**config.mk**
```make
export PLATFORM = sky130hd
export DESIGN_NAME = spram_ctrl_flat
export DESIGN_NICKNAME = d
export VERILOG_FILES = /design/src/rtl/spram_ctrl_pkg.sv /design/src/rtl/spram_ctrl_if.sv /design/src/rtl/spram_ctrl.sv /design/src/flat_wrapper.sv
export SDC_FILE = /design/constraint.sdc
export NUM_CORES = 1
export LEC_CHECK = 0
export ABC_AREA = 1
export ABC_CLOCK_PERIOD_IN_PS = 1100
export CORE_MARGIN = 2
export CORE_UTILIZATION = 38
export DETAILED_ROUTE_END_ITERATION = 10
export PLACE_DENSITY = 0.78
export SYNTH_ARGS = -nofsm -noshare
export SYNTH_HDL_FRONTEND = slang
export SYNTH_SLANG_ARGS = --single-unit
```
**constraint.sdc**
```tcl
create_clock -name clk -period 1.1 [get_ports clk]
set_input_delay 0.22 -clock clk [delete_from_list [all_inputs] [get_ports clk]]
set_output_delay 0.22 -clock clk [all_outputs]
set_load 0.01 [all_outputs]
```
**src/rtl/spram_ctrl_pkg.sv**
```systemverilog
// Shared types and default geometry for the spram_ctrl request sequencer.
package spram_ctrl_pkg;

  localparam int SPRAM_DATA_W = 8;
  localparam int SPRAM_ADDR_W = 8;
  localparam logic [SPRAM_DATA_W-1:0] SPRAM_CLEAR_VALUE = 8'h00;

  typedef enum logic {
    ST_IDLE  = 1'b0,
    ST_CLEAR = 1'b1
  } state_t;

endpackage

```
**src/rtl/spram_ctrl_if.sv**
```systemverilog
// Request/response handshake bundle between a requester (master) and spram_ctrl (slave).
interface spram_ctrl_if
  import spram_ctrl_pkg::*;
#(
  parameter int DATA_W = SPRAM_DATA_W,
  parameter int ADDR_W = SPRAM_ADDR_W
) ();

  logic              req_valid;
  logic              req_ready;
  logic              req_wr;
  logic [ADDR_W-1:0] req_addr;
  logic [DATA_W-1:0] req_wdata;
  logic              rsp_valid;
  logic [DATA_W-1:0] rsp_data;

  modport master (
    output req_valid, req_wr, req_addr, req_wdata,
    input  req_ready, rsp_valid, rsp_data
  );

  modport slave (
    input  req_valid, req_wr, req_addr, req_wdata,
    output req_ready, rsp_valid, rsp_data
  );

endinterface

```
**src/rtl/spram_ctrl.sv**
```systemverilog
// Registers valid/ready requests onto a single_port_ram port and returns read data 2 cycles later.
// Optional fill sweep built only when SPRAM_CTRL_CLEAR_EN is defined.
module spram_ctrl
  import spram_ctrl_pkg::*;
#(
  parameter int                DATA_W      = SPRAM_DATA_W,
  parameter int                ADDR_W      = SPRAM_ADDR_W,
  parameter logic [DATA_W-1:0] CLEAR_VALUE = DATA_W'(SPRAM_CLEAR_VALUE)
) (
  input  logic              clk,
  input  logic              rst_n,
  spram_ctrl_if.slave       bus,
  input  logic              clear_start,
  output logic              clear_busy,
  output logic              clear_done,
  output logic [DATA_W-1:0] ram_data,
  output logic [ADDR_W-1:0] ram_address,
  output logic              ram_wr,
  input  logic [DATA_W-1:0] ram_q
);

  logic              ready;
  logic              accept;
  logic              sweep;
  logic [ADDR_W-1:0] sweep_addr;
  logic              rd_p1;
  logic              rd_p2;

`ifdef SPRAM_CTRL_CLEAR_EN
  state_t            state;
  state_t            state_nxt;
  logic [ADDR_W-1:0] sweep_cnt;
  logic              sweep_last;

  assign sweep_last = (sweep_cnt == {ADDR_W{1'b1}});
  assign sweep_addr = sweep_cnt;

  always_ff @(posedge clk or negedge rst_n) begin
    if (!rst_n) begin
      state      <= ST_IDLE;
      sweep_cnt  <= '0;
      clear_done <= 1'b0;
    end else begin
      state      <= state_nxt;
      clear_done <= (state == ST_CLEAR) && sweep_last;
      // Counter wraps back to 0 after the last address, ready for the next sweep.
      if (state == ST_CLEAR) sweep_cnt <= sweep_cnt + 1'b1;
    end
  end

  // NOTE: every signal written here gets a default first so no path leaves it
  // unassigned, which would otherwise infer a latch.
  always_comb begin
    state_nxt  = state;
    ready      = 1'b0;
    clear_busy = 1'b0;
    sweep      = 1'b0;
    unique case (state)
      ST_IDLE: begin
        ready = 1'b1;
        if (clear_start) state_nxt = ST_CLEAR;
      end
      ST_CLEAR: begin
        clear_busy = 1'b1;
        sweep      = 1'b1;
        if (sweep_last) state_nxt = ST_IDLE;
      end
      default: state_nxt = ST_IDLE;
    endcase
  end
`else
  logic unused_clear_start;

  assign unused_clear_start = clear_start;
  assign ready              = 1'b1;
  assign clear_busy         = 1'b0;
  assign clear_done         = 1'b0;
  assign sweep              = 1'b0;
  assign sweep_addr         = '0;
`endif

  assign bus.req_ready = ready;
  assign accept        = bus.req_valid & ready;

  // NOTE: registered state uses non-blocking assignments so every flop samples
  // the pre-edge value of its inputs regardless of statement order.
  always_ff @(posedge clk or negedge rst_n) begin
    if (!rst_n) begin
      ram_address <= '0;
      ram_data    <= '0;
      ram_wr      <= 1'b0;
    end else if (sweep) begin
      ram_address <= sweep_addr;
      ram_data    <= CLEAR_VALUE;
      ram_wr      <= 1'b1;
    end else if (accept) begin
      ram_address <= bus.req_addr;
      ram_data    <= bus.req_wr ? bus.req_wdata : '0;
      ram_wr      <= bus.req_wr;
    end else begin
      ram_wr      <= 1'b0;
    end
  end

  // Read tags: stage 1 marks the port load, stage 2 the RAM registering q.
  always_ff @(posedge clk or negedge rst_n) begin
    if (!rst_n) begin
      rd_p1         <= 1'b0;
      rd_p2         <= 1'b0;
      bus.rsp_valid <= 1'b0;
      bus.rsp_data  <= '0;
    end else begin
      rd_p1         <= accept & ~bus.req_wr;
      rd_p2         <= rd_p1;
      bus.rsp_valid <= rd_p2;
      if (rd_p2) bus.rsp_data <= ram_q;
    end
  end

endmodule
```
**src/flat_wrapper.sv**
```systemverilog
// flat-port wrapper written by rule: the top's interface ports become plain ports
module spram_ctrl_flat import spram_ctrl_pkg::*;
#(
  parameter int                DATA_W      = SPRAM_DATA_W,
  parameter int                ADDR_W      = SPRAM_ADDR_W,
  parameter logic [DATA_W-1:0] CLEAR_VALUE = DATA_W'(SPRAM_CLEAR_VALUE)
)
  (clk, rst_n, clear_start, clear_busy, clear_done, ram_data, ram_address, ram_wr, ram_q, bus_req_valid, bus_req_wr, bus_req_addr, bus_req_wdata, bus_req_ready, bus_rsp_valid, bus_rsp_data);
  spram_ctrl_if #(.DATA_W(DATA_W), .ADDR_W(ADDR_W)) bus_i ();
  input  logic clk;
  input  logic rst_n;
  input  logic clear_start;
  output logic clear_busy;
  output logic clear_done;
  output logic [DATA_W-1:0] ram_data;
  output logic [ADDR_W-1:0] ram_address;
  output logic ram_wr;
  input  logic [DATA_W-1:0] ram_q;
  input wire logic [$bits(bus_i.req_valid)-1:0] bus_req_valid;
  input wire logic [$bits(bus_i.req_wr)-1:0] bus_req_wr;
  input wire logic [$bits(bus_i.req_addr)-1:0] bus_req_addr;
  input wire logic [$bits(bus_i.req_wdata)-1:0] bus_req_wdata;
  output wire logic [$bits(bus_i.req_ready)-1:0] bus_req_ready;
  output wire logic [$bits(bus_i.rsp_valid)-1:0] bus_rsp_valid;
  output wire logic [$bits(bus_i.rsp_data)-1:0] bus_rsp_data;
  assign bus_i.req_valid = bus_req_valid;
  assign bus_i.req_wr = bus_req_wr;
  assign bus_i.req_addr = bus_req_addr;
  assign bus_i.req_wdata = bus_req_wdata;
  assign bus_req_ready = bus_i.req_ready;
  assign bus_rsp_valid = bus_i.rsp_valid;
  assign bus_rsp_data = bus_i.rsp_data;
  spram_ctrl #(.DATA_W(DATA_W), .ADDR_W(ADDR_W), .CLEAR_VALUE(CLEAR_VALUE)) u_core (.clk(clk), .rst_n(rst_n), .bus(bus_i), .clear_start(clear_start), .clear_busy(clear_busy), .clear_done(clear_done), .ram_data(ram_data), .ram_address(ram_address), .ram_wr(ram_wr), .ram_q(ram_q));
endmodule
```
**Run 1: gate families picked out**

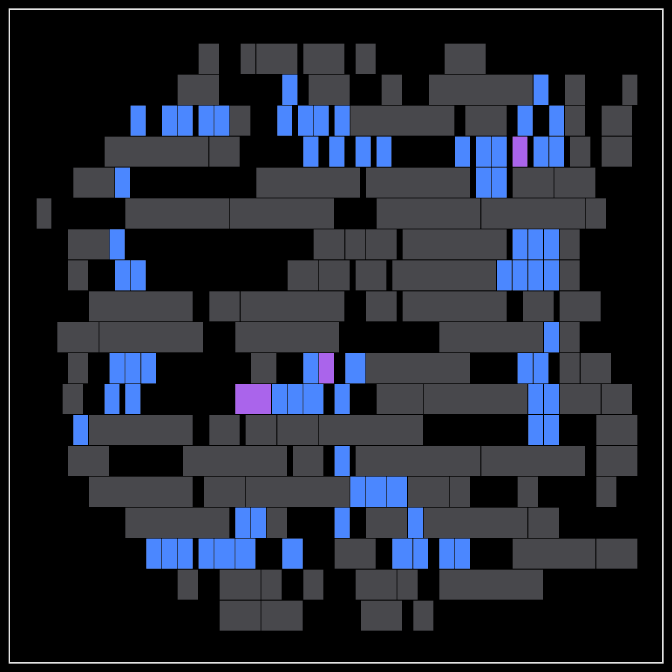
legend:
  inverters:
    colour: purple
    cells: 3
  NAND gates:
    colour: blue
    cells: 73
    where: widely spread

**Run 1: cell classes on the final placement**

The bar under the picture is 20 um long.
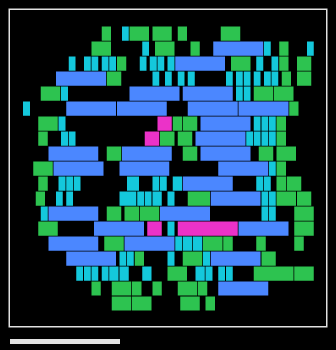
legend:
  other buffers and delay cells:
    colour: green
    cells: 68
    share_of_their_area: 33%
  clock drivers and dummy loads:
    colour: magenta
    cells: 4
    share_of_their_area: 3.3%
  combinational and other logic:
    colour: cyan
    cells: 80
    share_of_their_area: 20%
  flops:
    colour: blue
    cells: 28
    share_of_their_area: 44%

==> impl_metrics.py, run 1 <==
# Generated from Yosys and OpenROAD reports
metrics = {
    "outcome": {
        "outcome": "finished clean",
    },
    "flow_run": {
        "warning_count": 29,
        "max_cap_violations": 0,
    },
    "setup_path": {
        "crit_path_end_kind": "output port",
        "arrival_ps": 870,
        "path_depth": 1,
        "cpPeakStageDelay_ps": 410,
        "cp_slowest_cell": "dfrtp_1",
        "start_kind": "flop",
        "cp.required_ps": 880,
        "crit_family": "flip-flops",
        "cp_max_fo": 2,
        "r2r_cells": 3,
        "cp_num_buf_inv": 1,
        "critical_path_class": "reg2out",
        "path_cells": "buf_2",
    },
    "route": {
        "drtIter0Drc": 35,
        "route.final.wire_length_mm": 2.49,
        "first_pass_iters": 4,
        "drtAntennaViolNets": 0,
        "vias": 944,
        "viasPerCell": 4.47,
        "drc": 0,
        "wl_per_cell_um": 11.8,
    },
    "cts": {
        "cts_buffers": 3,
        "clkSlewWorstSetupHoldPaths_ps": 140,
        "clockBufferDepth": 2,
        "htree_num_levels": 1,
        "cts_tree": "yes",
        "cts_root_buf": "clkbuf_4",
        "clock_latency_ps": 310,
        "postCtsHoldBufs": 0,
        "cts.sinks": 28,
    },
    "power": {
        "power_density_nw_per_um2": 1390,
        "leakagePower_nw": 0.915,
        "pwr-share-clk": 0.283,
        "p_sw_mw": 0.538,
        "total_power_mw": 2.28,
        "seqPwrFrac": 0.514,
        "p_int_mw": 1.74,
        "power_frac_comb": 0.203,
        "netSwitchingFraction": 0.236,
        "vdd_drop_max_uv": 1230,
    },
    "final_timing": {
        "rsz0062_at_grt": "true",
        "drv_slew": 0,
        "setup_slack_ps": 10.7,
        "period_needed_ps": 1090,
        "fmax_ghz": 0.918,
        "final-setup-viol-count": 0,
        "skew_ps": 6.37,
        "post-route-period-util": 0.990,
        "hold_viol": 0,
    },
    "final_layout": {
        "drive_gt1_frac": 0.261,
        "nets": 210,
        "lay_top_cells": "nand2_1 (65), dfrtp_1 (28), clkdlybuf4s50_1 (27)",
        "post-route-util": 0.600,
        "lay_top_count": "nand2_1",
        "diodes": 0,
        "syn2layout_area_growth_pct": 51.9,
        "fillers": 241,
    },
    "placement": {
        "dp_slack_ps": -167,
        "port_buffers": 53,
        "hpwl_mm": 1.85,
        "place.gp.congestion": 0.746,
    },
    "global_routing": {
        "antenna_found_initial": 0,
        "gr-total-overflow": 0,
        "grt_pass1_vias": 920,
        "gr-usage-all-layers": 0.163,
        "grt_max_degree": 29,
        "grt_pass1_wl_mm": 4.19,
    },
    "die": {
        "dieWidth_um": 57.3,
        "rows": 19,
        "initCoreUtil": 0.395,
        "core_sq_um": 2730,
        "die_y_um": 57.3,
        "ios": 58,
        "chip_area_sq_um": 3290,
    },
    "synth": {
        "syn_area_sq_um": 1080,
        "postSynthAreaPerCell_sq_um": 9.40,
        "numSynthFlops": 28,
        "yosysCellCount": 115,
        "ys_types": 10,
        "yosysSeqAreaShare": 0.648,
        "synthCells": 115,
        "ys_area_sq_um": 1080,
        "synth_warnings": 0,
    },
    "worst_hold_path": {
        "hp-class": "in2async",
    },
}
**Run 1: routed metal per tile**

The bar under the picture is 20 um long. 11 x 11 tiles, from dark blue (low) to red (high), scaled to the fullest tile. Values are wire area over tile area, all layers added.
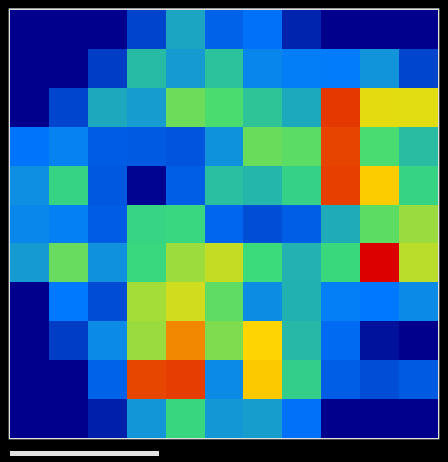
mean over tiles: 0.12
emptiest ninth of the die: north-west
nearly empty tiles: 17%
fullest tile: 0.35
tiles over half the peak: 23%

run 1: flip-flops by register name, summed over array words and instances (netlist names):
| name | flops |
|---|---|
| u_core.bus.rsp_data | 8 |
| u_core.rd_p1 | 1 |
| u_core.bus.rsp_valid | 1 |
| u_core.rd_p2 | 1 |
| u_core.ram_data | 8 |
| u_core.ram_wr | 1 |
| u_core.ram_address | 8 |
run 1: synth_stat cells:
cell type	number	share of area
conb_1	2	0.0069
buf_6	3	0.031
buf_4	3	0.021
inv_1	2	0.0069
nor2_2	1	0.0058
nand2_1	65	0.23
nand3_1	8	0.037
dfrtp_1	28	0.65
buf_2	2	0.0093
inv_6	1	0.0081
run 1: final cells by class:
class / instances / area [sq um] / area share
clock buffer: 3 / 22.5 / 0.0137
clock inverter: 1 / 30.0 / 0.0183
inverter: 3 / 16.3 / 0.00991
multi-input combinational: 77 / 302 / 0.184
sequential: 28 / 701 / 0.427
tap: 31 / 38.8 / 0.0236
timing repair buffer: 68 / 532 / 0.324
run 1: cell families (layout without fill, tap and decap cells):
family | Yosys count | count (layout) | share of synthesized area
buffers and inverters | 11 | 75 | 0.0764
flip-flops | 28 | 28 | 0.648
other | 2 | 3 | 0.00695
AND/OR/NAND/NOR | 74 | 74 | 0.269
run 1: final timing paths:
check / startpoint / endpoint / slack (ps)
setup / recovery: u_core.bus.rsp_data[5] / bus_rsp_data[5] / 10
hold / removal: rst_n / u_core.ram_address[0] / 240
setup reg to reg: u_core.rd_p2 / u_core.bus.rsp_data[4] / 110
hold reg to reg: u_core.rd_p1 / u_core.rd_p2 / 380
max in group asynchronous: rst_n / u_core.ram_data[6] / 710
min in group clk: u_core.rd_p1 / u_core.rd_p2 / 380
run 1: routing by layer:
metal	global-route usage	vias up	share of wire
li1	-	470	-
met1	0.207	436	0.42
met2	0.286	36	0.51
met3	0.0113	2	0.057
met4	0.0764	0	0.011
met5	0	-	0
run 1: per-stage QoR:
stage | instance area [sq um] | hold slack (ps) | instances | setup TNS [ps]
floorplan | 1080 | -75.6 | 116 | 0
global placement | 1620 | 333 | 195 | -1730
detailed placement | 1620 | 355 | 195 | -2340
CTS | 1570 | 242 | 202 | -9.27
global route | 1640 | 227 | 211 | -765
finish | 1640 | 243 | 211 | 0
run 1: power by group through the flow:
stage | combinational [mW] | clock (mW) | sequential [mW]
detailed placement | 0.488 | 0 | 1.20
floorplan | 0.127 | 0 | 1.23
global route | 0.508 | 0.717 | 1.18
global placement | 0.474 | 0 | 1.19
finish | 0.464 | 0.644 | 1.17
CTS | 0.418 | 0.667 | 1.17
run 1: timing repair:
action	4_1_cts	5_1_grt
hold endpoints to repair	0	0
resized	104	1
setup buffers	3	9
setup endpoints to repair	26	25
cloned	0	0
==> inputs of run 2 (changes only) <==
--- a/config.mk
+++ b/config.mk
@@ -10,6 +10,7 @@
 export CORE_MARGIN = 2
 export CORE_UTILIZATION = 38
 export DETAILED_ROUTE_END_ITERATION = 10
+export MAX_ROUTING_LAYER = met4
 export PLACE_DENSITY = 0.78
 export SYNTH_ARGS = -nofsm -noshare
 export SYNTH_HDL_FRONTEND = slang
**Run 2: cell classes on the final placement**

The bar under the picture is 20 um long.
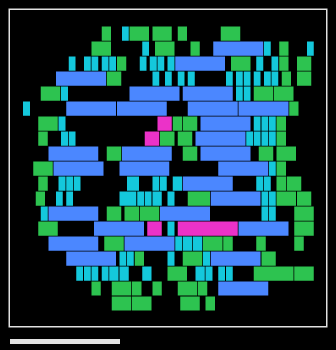
core area: 2730 sq um
fraction of area in registers: 0.427
design area: 1640 sq um

**Run 2: clock distribution**

The bar under the picture is 20 um long.
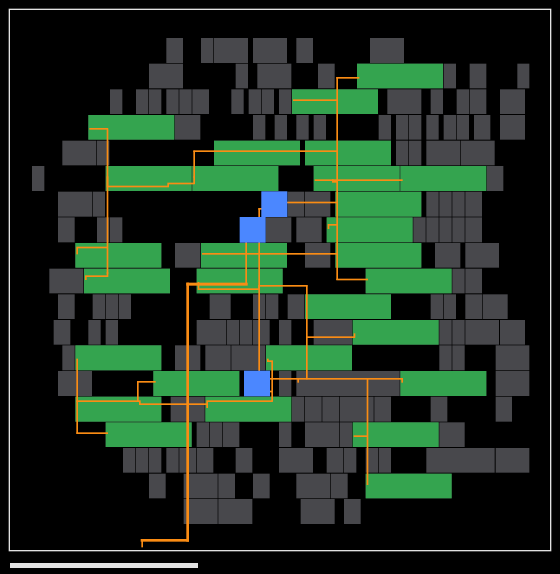
legend:
  clock drivers:
    colour: blue
    count: 3
  flip-flops:
    colour: green
    count: 28
  clock wires:
    colour: orange
    length: 279 um
routed clock nets: 4

**Run 2: routing congestion**

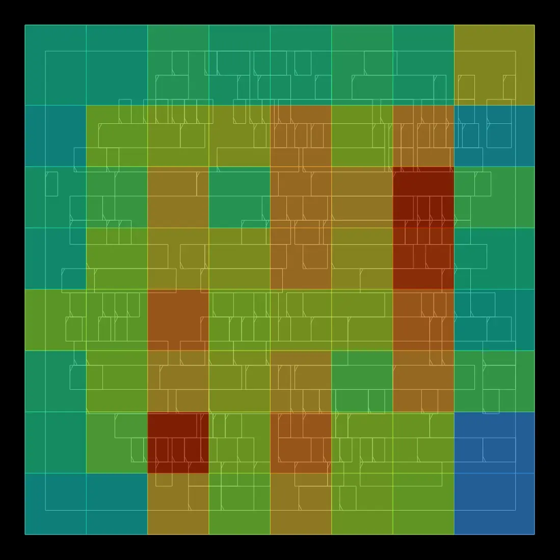
met2 GRT Util: 0.284
Post-Route Utilization: 0.600
met3 Track Usage GR: 0.0113
met1 Track Usage GR: 0.210

==> run 2 against run 1 <==
Combinational power about the same. Worst setup slack worse by 1.6 ps. First-iteration DRC count up 2.9%. Register-to-register slack about the same. Global-route usage up 0.56 points. Largest cell class unchanged. Sequential power about the same. Die size unchanged. Synthesized cell count unchanged. Final cell count unchanged.
==> impl_metrics.py, run 2 <==
# Generated from Yosys and OpenROAD reports
metrics = {
    "outcome": {
        "outcome": "finished clean",
    },
    "cts": {
        "cts_root_buf": "clkbuf_4",
        "cts.sinks": 28,
        "postCtsHoldBufs": 0,
        "clockBufferDepth": 2,
        "cts_tree": "yes",
        "cts_buffers": 3,
        "clkSlewWorstSetupHoldPaths_ps": 140,
        "clock_latency_ps": 310,
        "htree_num_levels": 1,
    },
    "synth": {
        "yosys-top-cells-area": "dfrtp_1 (65%), nand2_1 (23%), nand3_1 (3.7%)",
        "top_area_cell": "dfrtp_1",
        "ys_area_sq_um": 1080,
        "numSynthFlops": 28,
        "postSynthAreaPerCell_sq_um": 9.40,
        "synthArstFlopShare": 1.00,
        "top_cell": "nand2_1",
        "synth_warnings": 0,
        "yosysCellCount": 115,
        "edf_count": 0,
        "yosysSeqAreaShare": 0.648,
        "netlist.area_leader.share": 0.648,
        "ys_types": 10,
        "syn_area_sq_um": 1080,
        "synthCells": 115,
        "common_cells": "nand2_1 (65), dfrtp_1 (28), nand3_1 (8), buf_4 (3), buf_6 (3)",
        "flop_cell": "dfrtp_1",
    },
    "power": {
        "p_sw_mw": 0.542,
        "vdd_drop_max_uv": 1240,
        "pwr-share-clk": 0.284,
        "power_frac_comb": 0.203,
        "netSwitchingFraction": 0.237,
        "power_density_nw_per_um2": 1390,
        "leakagePower_nw": 0.915,
        "p_int_mw": 1.74,
        "seqPwrFrac": 0.513,
    },
    "route": {
        "drc": 0,
        "wl_per_cell_um": 11.8,
        "route.final.wire_length_mm": 2.49,
        "vias": 937,
        "viasPerCell": 4.44,
        "first_pass_iters": 4,
        "drtIter0Drc": 36,
        "drtAntennaViolNets": 0,
    },
    "global_routing": {
        "gr-usage-all-layers": 0.169,
        "gr-total-overflow": 0,
        "grt_pass1_wl_mm": 4.20,
        "antenna_found_initial": 0,
        "grt_pass1_vias": 919,
        "grt_max_degree": 29,
    },
    "final_timing": {
        "post-route-period-util": 0.992,
        "skew_ps": 3.34,
        "timing.hold.ws_ps": 244,
        "period_needed_ps": 1090,
        "rsz0062_at_grt": "true",
        "fmax_ghz": 0.917,
        "final-setup-viol-count": 0,
        "drv_slew": 0,
        "hold_viol": 0,
        "finalSetupTns_ps": 0,
    },
    "setup_path": {
        "cp-startpoint": "u_core.bus.rsp_data[5]",
        "crit_family": "flip-flops",
        "arrival_ps": 870,
        "r2r_cells": 3,
        "r2r_end": "u_core.bus.rsp_data[4]",
        "endpoint": "bus_rsp_data[5]",
        "r2r_setup_slack_ps": 110,
        "cp_num_buf_inv": 1,
        "critical_path_class": "reg2out",
        "cp.required_ps": 880,
        "cp_slowest_cell": "dfrtp_1",
        "cp_max_fo": 2,
        "crit_path_end_kind": "output port",
        "r2r-start": "u_core.rd_p2",
        "start_kind": "flop",
        "cpPeakStageDelay_ps": 410,
        "path_cells": "buf_2",
    },
    "die": {
        "die_y_um": 57.3,
        "dieWidth_um": 57.3,
        "initCoreUtil": 0.395,
        "rows": 19,
        "ios": 58,
        "chip_area_sq_um": 3290,
    },
    "worst_hold_path": {
        "hp-class": "in2async",
    },
    "placement": {
        "place.gp.congestion": 0.755,
        "hpwl_mm": 1.85,
        "port_buffers": 53,
    },
    "final_layout": {
        "lay_top_cells": "nand2_1 (65), dfrtp_1 (28), clkdlybuf4s50_1 (27)",
        "diodes": 0,
        "nets": 210,
        "drive_gt1_frac": 0.261,
        "syn2layout_area_growth_pct": 51.9,
        "lay_top_count": "nand2_1",
        "reg_top3": "u_core.bus.rsp_data x8, u_core.ram_address x8, u_core.ram_data x8",
    },
    "flow_run": {
        "max_cap_violations": 0,
        "warning_count": 29,
    },
}
run 2: cell counts after synthesis:
No cell type changed its count.
run 2: stage by stage:
stage	util	cells	setup slack [ps]	total power, mW	instance area [sq um]
after floorplan	-	116	277	1.36	1080
after detailed placement	0.594	195	-167	1.68	1620
final	0.600	211	9.13	2.28	1640
after CTS	0.573	202	-5.65	2.26	1570
after global placement	0.594	195	-125	1.66	1620
after global routing	0.600	211	-46.6	2.41	1640
run 2: timing repair:
item,4_1_cts,5_1_grt
endpoints found under the setup margin,26,25
buffers inserted,3,9
resized,104,1
run 2: cell families after synthesis:
logic type / Yosys count / share of synthesized area
and+or+nand+nor: 74 / 0.269
other: 2 / 0.00695
buffers and inverters: 11 / 0.0764
DFF: 28 / 0.648
run 2: final cells by class:
class / count / area (sq um)
Sequential cell: 28 / 701
Fill cell: 241 / 1090
Tap cell: 31 / 38.8
Multi-Input combinational cell: 77 / 302
Timing Repair Buffer: 68 / 532
Clock buffer: 3 / 22.5
Inverter: 3 / 16.3
Clock inverter: 1 / 30.0
run 2: how the worst min path moves through the flow:
stage	from	to	slack, ps
2_1_floorplan	rst_n	u_core.bus.rsp_data[0]	-80
3_3_place_gp	u_core.rd_p1	u_core.rd_p2	330
3_5_place_dp	u_core.rd_p1	u_core.rd_p2	350
4_1_cts	rst_n	u_core.bus.rsp_data[0]	240
5_1_grt	rst_n	u_core.bus.rsp_data[5]	230
6_report	rst_n	u_core.ram_address[0]	240
run 2: layer usage:
layer / GRT usage / wire length (um)
met1: 0.210 / 1080
met3: 0.0113 / 137
met2: 0.284 / 1250
met5: - / 0
met4: 0.0764 / 27
run 2: power groups by stage:
stage | sequential [mW] | combinational, mW | clock, mW
CTS | 1.17 | 0.418 | 0.667
global placement | 1.19 | 0.474 | 0
global route | 1.18 | 0.508 | 0.721
finish | 1.17 | 0.464 | 0.648
floorplan | 1.23 | 0.127 | 0
detailed placement | 1.20 | 0.488 | 0
==> inputs of run 3 (changes only) <==
--- a/config.mk
+++ b/config.mk
@@ -10,6 +10,7 @@
 export CORE_MARGIN = 2
 export CORE_UTILIZATION = 38
 export DETAILED_ROUTE_END_ITERATION = 10
+export HOLD_SLACK_MARGIN = 0.06
 export MAX_ROUTING_LAYER = met4
 export PLACE_DENSITY = 0.78
 export SYNTH_ARGS = -nofsm -noshare
**Run 3: cell classes on the final placement**

The bar under the picture is 20 um long.
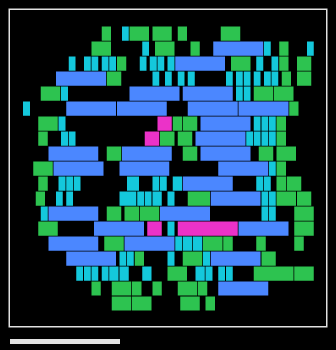
legend:
  other buffers and delay cells:
    colour: green
    cells: 68
    share_of_their_area: 33%
  flops:
    colour: blue
    cells: 28
    share_of_their_area: 44%
  clock drivers and dummy loads:
    colour: magenta
    cells: 4
    share_of_their_area: 3.3%
  combinational and other logic:
    colour: cyan
    cells: 80
    share_of_their_area: 20%

**Run 3: routed metal per tile**

The bar under the picture is 20 um long. 11 x 11 tiles, from dark blue (low) to red (high), scaled to the fullest tile. Values are wire area over tile area, all layers added.
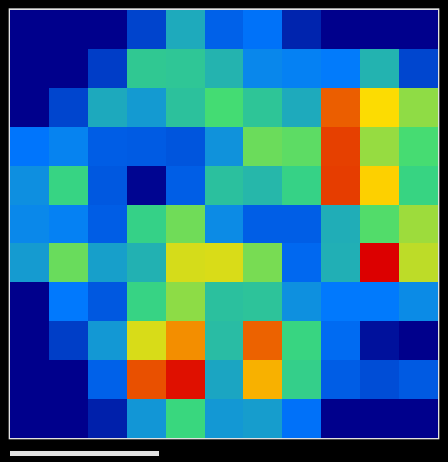
emptiest ninth of the die: north-west
tiles over half the peak: 22%
mean over tiles: 0.12
nearly empty tiles: 17%

**Run 3: gate families picked out**

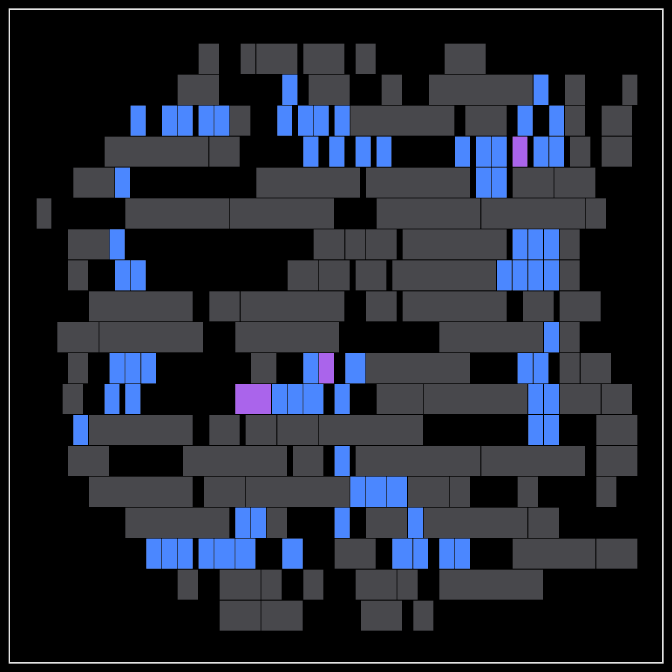
legend:
  NAND gates:
    colour: blue
    cells: 73
    where: widely spread
  inverters:
    colour: purple
    cells: 3

==> run 3 against run 2 <==
Non-clock buffer count did not move. Clock power barely moved. Register-to-register slack barely moved. Synthesized cell count did not move. Sequential share of layout area did not move. Routed wire length did not move. Worst setup slack did not move. Fmax did not move. Worst hold slack did not move. Clock skew did not move. Global-route usage did not move. Critical path type unchanged. Critical endpoint unchanged.
==> impl_metrics.py, run 3 <==
# Generated from Yosys and OpenROAD reports
metrics = {
    "final_layout": {
        "stdcell_area_sq_um": 1640,
        "syn2layout_area_growth_pct": 51.9,
        "final_cell_count_no_fill": 211,
        "post-route-util": 0.600,
        "diodes": 0,
        "drive_gt1_frac": 0.261,
        "reg_top3": "u_core.bus.rsp_data x8, u_core.ram_address x8, u_core.ram_data x8",
    },
    "synth": {
        "flop_cell": "dfrtp_1",
        "synth_warnings": 0,
        "yosysCellCount": 115,
        "synthArstFlopShare": 1.00,
        "edf_count": 0,
        "common_cells": "nand2_1 (65), dfrtp_1 (28), nand3_1 (8), buf_4 (3), buf_6 (3)",
        "postSynthAreaPerCell_sq_um": 9.40,
        "synthCells": 115,
        "netlist.area_leader.share": 0.648,
        "syn_area_sq_um": 1080,
        "yosys-top-cells-area": "dfrtp_1 (65%), nand2_1 (23%), nand3_1 (3.7%)",
        "ys_types": 10,
        "top_cell": "nand2_1",
        "top_area_cell": "dfrtp_1",
    },
    "route": {
        "drc": 0,
        "route.final.wire_length_mm": 2.49,
        "drtAntennaViolNets": 0,
        "vias": 937,
    },
    "setup_path": {
        "crit_family": "flip-flops",
        "arrival_ps": 870,
        "cpPeakStageDelay_ps": 410,
        "r2r_cells": 3,
        "crit_path_end_kind": "output port",
        "cp.required_ps": 880,
        "cp_num_buf_inv": 1,
        "critical_path_class": "reg2out",
        "path_depth": 1,
        "path_cells": "buf_2",
    },
    "final_timing": {
        "fmax_ghz": 0.917,
        "hold_viol": 0,
        "final-setup-viol-count": 0,
        "period_needed_ps": 1090,
        "post-route-period-util": 0.992,
        "setup_slack_ps": 9.13,
        "rsz0062_at_grt": "true",
    },
    "cts": {
        "cts.sinks": 28,
        "cts_root_buf": "clkbuf_4",
        "htree_num_levels": 1,
    },
    "global_routing": {
        "gr-usage-all-layers": 0.169,
        "gr-total-overflow": 0,
        "grt_max_degree": 29,
        "antenna_found_initial": 0,
        "grt_pass1_wl_mm": 4.20,
    },
    "die": {
        "initCoreUtil": 0.395,
        "rows": 19,
        "chip_area_sq_um": 3290,
        "dieWidth_um": 57.3,
        "die_y_um": 57.3,
    },
    "power": {
        "power_frac_comb": 0.203,
        "netSwitchingFraction": 0.237,
        "vdd_drop_max_uv": 1240,
        "seqPwrFrac": 0.513,
        "leakagePower_nw": 0.915,
        "pwr-share-clk": 0.284,
        "total_power_mw": 2.28,
    },
    "placement": {
        "dp_slack_ps": -167,
        "post_dp_cell_area_sq_um": 1620,
        "placedCellCount": 195,
        "port_buffers": 53,
        "place.gp.congestion": 0.755,
        "hpwl_mm": 1.85,
    },
    "flow_run": {
        "warning_count": 29,
        "max_cap_violations": 0,
    },
    "outcome": {
        "outcome": "finished clean",
    },
}
==> run 3: cell counts after synthesis <==
No cell type changed its count.
==> run 3: what timing repair did <==
item | 4_1_cts | 5_1_grt
resized | 104 | 1
buffers inserted | 3 | 9
pin swaps | 0 | 0
endpoints found under the setup margin | 26 | 25
==> run 3: worst paths after layout <==
kind	to	slack (ps)	startpoint
min in group clk	u_core.rd_p2	380	u_core.rd_p1
hold reg to reg	u_core.rd_p2	380	u_core.rd_p1
setup reg to reg	u_core.bus.rsp_data[4]	110	u_core.rd_p2
hold / removal	u_core.ram_address[0]	240	rst_n
max in group asynchronous	u_core.ram_data[6]	710	rst_n
setup / recovery	bus_rsp_data[5]	9	u_core.bus.rsp_data[5]
==> run 3: layout make-up <==
class / instances / area [sq um]
Clock buffer: 3 / 22.5
Sequential cell: 28 / 701
Clock inverter: 1 / 30.0
Inverter: 3 / 16.3
Tap cell: 31 / 38.8
Multi-Input combinational cell: 77 / 302
Timing Repair Buffer: 68 / 532
Fill cell: 241 / 1090
==> run 3: power groups by stage <==
stage	sequential (mW)	clock (mW)	combinational, mW
floorplan	1.23	0	0.127
global placement	1.19	0	0.474
CTS	1.17	0.667	0.418
global route	1.18	0.721	0.508
detailed placement	1.20	0	0.488
finish	1.17	0.648	0.464
==> run 3: metal layers <==
layer / vias to the layer above / part of all wire / global-route usage
met3: 2 / 0.055 / 0.0113
met4: 0 / 0.011 / 0.0764
met2: 33 / 0.50 / 0.284
met5: - / 0 / -
li1: 471 / - / -
met1: 431 / 0.43 / 0.210
==> run 3: logic make-up after synthesis <==
| kind of cell | share of synthesized area |
|---|---|
| buffers and inverters | 0.0764 |
| DFF | 0.648 |
| other | 0.00695 |
| and+or+nand+nor | 0.269 |
Power is estimated from default activity; no workload was simulated.
